Fig. 1: run 1, the metal 1 layer
The bar under the picture is 20 um long. Supply wires on this layer in grey.
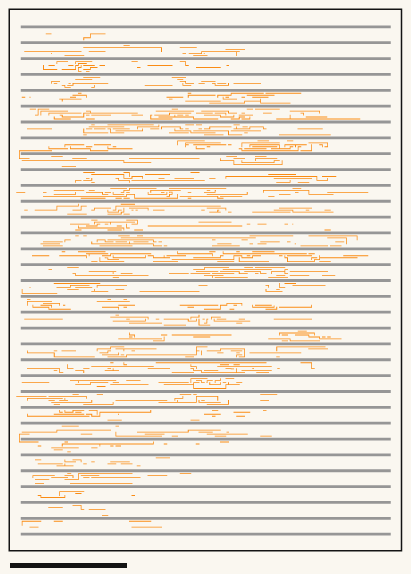
Fig. 2: run 1, met2 routing
The bar under the picture is 20 um long.
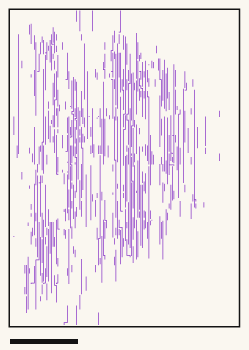
Fig. 3: run 1, metal 3
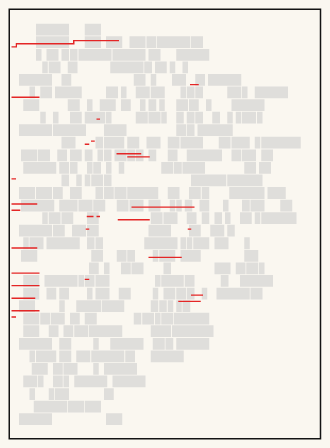
==> config.mk <==
export PLATFORM = sky130hd
export DESIGN_NAME = clk_rst_seq
export DESIGN_NICKNAME = d
export VERILOG_FILES = /design/src/rtl/clk_rst_pkg.sv /design/src/rtl/sync_2ff.sv /design/src/rtl/clk_rst_seq.sv
export SDC_FILE = /design/constraint.sdc
export NUM_CORES = 1
export LEC_CHECK = 0
export ABC_CLOCK_PERIOD_IN_PS = 2300
export CAP_MARGIN = 10
export CORE_ASPECT_RATIO = 1.4
export CORE_MARGIN = 1.5
export CORE_UTILIZATION = 35
export DETAILED_ROUTE_END_ITERATION = 8
export PLACE_DENSITY = 0.59
export SLEW_MARGIN = 25
export SYNTH_ARGS = -nofsm -noshare
export SYNTH_HDL_FRONTEND = slang
export SYNTH_SLANG_ARGS = --single-unit
==> constraint.sdc <==
create_clock -name clk_sys -period 2.3 [get_ports clk_sys]
set_input_delay 0.46 -clock clk_sys [delete_from_list [all_inputs] [get_ports clk_sys]]
set_output_delay 0.46 -clock clk_sys [all_outputs]
set_load 0.05 [all_outputs]
==> flow_summary.ini, run 1 <==
; synthesis and place-and-route metrics
[outcome]
status = finished clean

[worst_setup_path]
worst-path-max-fanout = 8
criticalPathCategory = flop to flop
cpPeakStageDelay_ps = 330
largest_delay_contributor_family_on_the_critical_path = simple AND/OR/NAND/NOR gates
rrSetupSlack_ps = 70
slowest_stage = sky130_fd_sc_hd__dfxtp_2
setup.worst_path.end_class = flop
critical_path_required_ps = 2470
worst-endpoint-arrival_ps = 2410
cp.depth = 11
critical_path.n_buffers_inverters = 2
critical_path.startpoint_type = flop
path_cells = and4_4, and4_4, nand4_1, inv_2, ha_4, o21ai_2, a221oi_2, buf_4, nand4_1, xor2_1, nor2_1

[routing]
drt_pass1_iterations = 4
drt_drc_violations_left = 0
drtIter0Drc = 97
drtAntennaViolNets = 0

[synth]
synth-area-yosys_um2 = 2010
synth_warnings = 0
netlist_top_cells_count = 36 x sky130_fd_sc_hd__dfxtp_1, 34 x sky130_fd_sc_hd__nor2_1, 16 x sky130_fd_sc_hd__nand2_1
ys.flops = 36
synthArstFlopShare_pct = 0
post-synth-top-area-fraction_pct = 35.9
synth-cells-yosys = 236
yosys_top_cell_by_area = sky130_fd_sc_hd__dfxtp_1
yosys.cell_types.count = 58
synth.cell_area_um2 = 2010
mappedNetlistNets = 244
post_synth_inst_count = 236
synthFlopType = sky130_fd_sc_hd__dfxtp_1
synth-edff-count = 0
synth.top_cells.by_area = sky130_fd_sc_hd__dfxtp_1 36%, sky130_fd_sc_hd__nor2_1 6.4%, sky130_fd_sc_hd__xor2_1 4.8%, sky130_fd_sc_hd__nand2_1 3.0%, sky130_fd_sc_hd__a21oi_1 2.7%

[floorplan]
design.portCount = 18
die_w_um = 67.0
placementRows = 32
die_area_um2 = 6210

[power]
power.leakage_uw = 0.000966
pwr_cell_area_nw_per_um2 = 450

[final_layout]
final_design_area_excluding_fillers_um2 = 2590
area_growth_syn_to_layout_pct = 29.0
lay_top_cells = 34 x sky130_fd_sc_hd__nor2_1, 34 x sky130_fd_sc_hd__buf_4, 32 x sky130_fd_sc_hd__dfxtp_1, 17 x sky130_fd_sc_hd__clkdlybuf4s50_1, 16 x sky130_fd_sc_hd__nand2_1
final_util_pct = 46.9
final_net_count = 292
flip_flop_count_of_the_largest_register_all_copies_and_words_added = 17

[sta]
tightest_slew_ps = 611
grt_setup_unrepaired = yes
finalSetupViolations = 0
period_used_pct = 97.1
maxClockFrequency_ghz = 0.448
totalNegativeSetupSlack_ps = 0
worst_slack_ps = 67.3
finalCriticalPeriod_ps = 2230
max_slew_margin_pct = 59.2
fin_worst_skew_ps = 5.73

[clock_network]
register_clock_pin_slew_on_the_reported_worst_setup_and_hold_paths_ps = 70
clk_root_buffer_cell = sky130_fd_sc_hd__clkbuf_8
tritoncts_num_sinks = 36
clk_latency_ps = 280
cts.htree.levels = 2
postCtsHoldBufs = 0
tritoncts = done

[placement]
dp_hpwl_um = 3600
place_congestion = 0.884
detailed_place.area_um2 = 2460
pre_cts_ws_ps = -29.2
port_buffers = 17

[global_route]
groute.usage.overall_pct = 17.5
grt_start_max_net_pins = 23
leftover_overflow_at_the_end_of_global_routing = 0
grt_pass1_vias = 1798
grt_pass1_wl_um = 8310
grt_antenna_before_repair = 0

[min_path]
worstHoldPathType = flop to flop

[job]
drv_cap = 0
Notes on Fig. 1 above:
The layer carries 2110 um of wire. The longest straight run is 23.0 um. The layer holds 42% of the routed length.
routed vias: 1884
met1 GRT Util: 19.5%

Notes on Fig. 2 above:
The layer holds 52% of the routed length. The longest straight run is 40.8 um.
grt met2 use: 30.4%
total detailed-routing wirelength: 4970 um

Notes on Fig. 3 above:
The longest straight run is 13.3 um. The wires run mostly horizontal. The layer holds 2.3% of the routed length. The layer carries 115 um of wire.
global routing met3 resource utilization: 3.40%

run 1: where the power goes:
group          internal [uW]  switching (uW)
Clock                    243             226
Sequential               629            3.92
Combinational           29.1            35.7
run 1: per-layer routing:
metal / part of all wire (%) / vias to the layer above
met3: 2.3 / 11
met4: 2.7 / 0
met1: 42 / 885
met2: 52 / 34
li1: - / 954
met5: 0 / -
run 1: repair_timing:
action / in CTS / in global routing
setup endpoints to repair: 1 / 7
pin swaps: 0 / 7
resized: 0 / 8
buffers inserted: 1 / 2
run 1: cell families (layout without fill, tap and decap cells):
kind of cell,after synthesis,in the layout,synth area share [%]
and+or+nand+nor,114,114,33.3
AOI/OAI and AO/OA,53,53,18.9
xor gates and xnor gates,13,13,5.67
buffers and inverters,15,64,3.36
DFF,36,36,35.9
muxes,1,1,0.498
adders and majority gates,4,4,2.49
run 1: final cells by class:
class | count | area, um2
inverters | 5 | 18.8
multi-input cells | 185 | 1240
flip-flops and latches | 36 | 728
clock buffers | 7 | 86.3
repair buffers | 51 | 425
well taps | 68 | 85.1
fillers | 569 | 2930
clock inverters | 1 | 7.51
run 1: stage by stage:
stage | std cells | power (uW)
4_1_cts | 351 | 1190
5_1_grt | 353 | 1220
6_report | 353 | 1170
3_3_place_gp | 342 | 712
3_5_place_dp | 342 | 712
2_1_floorplan | 236 | 680
==> inputs of run 2 (changes only) <==
--- a/config.mk
+++ b/config.mk
@@ -5,13 +5,13 @@
 export SDC_FILE = /design/constraint.sdc
 export NUM_CORES = 1
 export LEC_CHECK = 0
-export ABC_CLOCK_PERIOD_IN_PS = 2300
+export ABC_CLOCK_PERIOD_IN_PS = 2650
 export CAP_MARGIN = 10
 export CORE_ASPECT_RATIO = 1.4
 export CORE_MARGIN = 1.5
 export CORE_UTILIZATION = 35
 export DETAILED_ROUTE_END_ITERATION = 8
-export PLACE_DENSITY = 0.59
+export PLACE_DENSITY = 0.57
 export SLEW_MARGIN = 25
 export SYNTH_ARGS = -nofsm -noshare
 export SYNTH_HDL_FRONTEND = slang
==> constraint.sdc (replaced) <==
create_clock -name clk_sys -period 2.65 [get_ports clk_sys]
set_input_delay 0.53 -clock clk_sys [delete_from_list [all_inputs] [get_ports clk_sys]]
set_output_delay 0.53 -clock clk_sys [all_outputs]
set_load 0.05 [all_outputs]
==> flow_summary.ini, run 2 <==
; synthesis and place-and-route metrics
[sta]
grt_setup_unrepaired = no
max_slew_margin_pct = 58.5
maxClockFrequency_ghz = 0.419
totalNegativeSetupSlack_ps = 0
period_used_pct = 90.0

[job]
drv_cap = 0

[worst_setup_path]
rrSetupSlack_ps = 260
critical_path.startpoint_type = flop
critical_path_required_ps = 2830
worst-endpoint-arrival_ps = 2560
cp.depth = 11
path_cells = and4_1, and4_2, nand4_1, inv_1, ha_1, o21ai_0, a221oi_2, buf_4, nand4_1, xor2_1, nor2_1
worst-path-max-fanout = 8

[global_route]
grt_pass1_wl_um = 7980
grt_start_max_net_pins = 23
grt_antenna_before_repair = 0
grt_pass1_vias = 1708

[outcome]
status = finished clean

[clock_network]
cts.htree.levels = 2
cts_resizes = 0
tritoncts_num_sinks = 36
postCtsHoldBufs = 0
post-cts-setup-buffers = 0
clk_root_buffer_cell = sky130_fd_sc_hd__clkbuf_8
register_clock_pin_slew_on_the_reported_worst_setup_and_hold_paths_ps = 70

[synth]
synthFlopType = sky130_fd_sc_hd__dfxtp_1
post-synth-top-area-fraction_pct = 35.9
post_synth_inst_count = 236
ys.flops = 36
synth-area-yosys_um2 = 2010
yosys.cell_types.count = 58
yosys_top_cell_by_area = sky130_fd_sc_hd__dfxtp_1
synth_warnings = 0
synth.cell_area_um2 = 2010
synth-cells-yosys = 236

[power]
p_total_uw = 1030
pwr_cell_area_nw_per_um2 = 422

[final_layout]
flip_flop_count_of_the_largest_register_all_copies_and_words_added = 17
final_net_count = 274
lay_top_cells = 36 x sky130_fd_sc_hd__dfxtp_1, 34 x sky130_fd_sc_hd__nor2_1, 17 x sky130_fd_sc_hd__clkdlybuf4s50_1, 16 x sky130_fd_sc_hd__nand2_1, 16 x sky130_fd_sc_hd__buf_4

[min_path]
worstHoldPathType = flop to flop

[routing]
drt_drc_violations_left = 0
drtAntennaViolNets = 0
drt_pass1_iterations = 4

[floorplan]
die_w_um = 67.0
placementRows = 32
design.portCount = 18

[placement]
dp_hpwl_um = 3490
detailed_place.area_um2 = 2340
port_buffers = 17
[run 2: routing by layer]
layer	track usage (%)	wire [um]
met1	20.5	2060
met4	7.48	125
met5	0	0
met3	2.92	158
met2	27.7	2340
[run 2: metrics by stage]
stage | hold WS [ps] | instances | setup WS [ps]
after floorplan | 414 | 236 | 234
after global placement | 436 | 327 | 195
after detailed placement | 438 | 327 | 202
after CTS | 456 | 334 | 208
after global routing | 485 | 334 | 61.5
final | 452 | 334 | 264
[run 2: worst register-to-register path: stages (launching register included)]
cell and delay, ps:
sky130_fd_sc_hd__dfxtp_1 390, sky130_fd_sc_hd__and4_1 230, sky130_fd_sc_hd__and4_2 270, sky130_fd_sc_hd__nand4_1 160, sky130_fd_sc_hd__inv_1 90, sky130_fd_sc_hd__ha_1 200, sky130_fd_sc_hd__o21ai_0 110, sky130_fd_sc_hd__a221oi_2 280
sky130_fd_sc_hd__buf_4 200, sky130_fd_sc_hd__nand4_1 130, sky130_fd_sc_hd__xor2_1 150, sky130_fd_sc_hd__nor2_1 50
[run 2: kinds of logic after synthesis]
group / synth area share [%]
AOI/OAI and AO/OA: 18.9
xor gates and xnor gates: 5.67
adders and majority gates: 2.49
buffers and inverters: 3.36
DFF: 35.9
muxes: 0.498
and+or+nand+nor: 33.3
[run 2: report_power, final]
group | leakage, uW | internal (uW) | switching [uW]
registers | 0.000291 | 547 | 4.37
logic | 0.000541 | 23.0 | 27.7
clock network | 0.0000503 | 232 | 193
total | 0.000882 | 802 | 225
[run 2: final cells by class]
cell class | count | area [um2]
Tap cell | 68 | 85.1
Inverter | 5 | 18.8
Fill cell | 578 | 3090
Sequential cell | 36 | 721
Clock buffer | 7 | 96.3
Multi-Input combinational cell | 185 | 1220
Timing Repair Buffer | 33 | 290
Fig. 4: run 2, routing congestion map
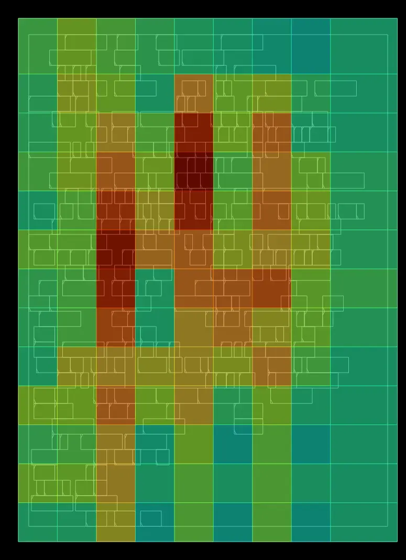
global routing's busiest layer: met2
global routing met3 resource utilization: 2.92%
total track usage: 16.7%
Final Util: 44.0%

Fig. 5: run 2, clock wires, drivers and flops
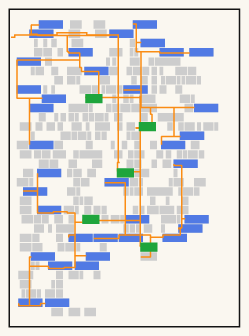
Key: clock wires = orange [length 526 um]; flip-flops = blue [count 36]; cells driving clock nets = green [count 5]
Position of the flops: widely spread. There are 6 routed clock nets.
clock network fraction of design power: 41.4%
clock-net power: 425 uW
worst clock skew: 2.92 ps
clock latency on the worst-skew pair: 290 ps

Fig. 6: run 2, metal 3
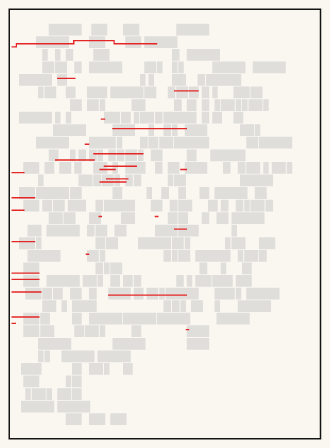
The layer holds 3.4% of the routed length. 21 nets have wire on it. The longest straight run is 16.8 um. The wires run mostly horizontal. The layer carries 159 um of wire.
routed vias: 1806
total detailed-routing wirelength: 4670 um

Power is estimated from default activity; no workload was simulated.
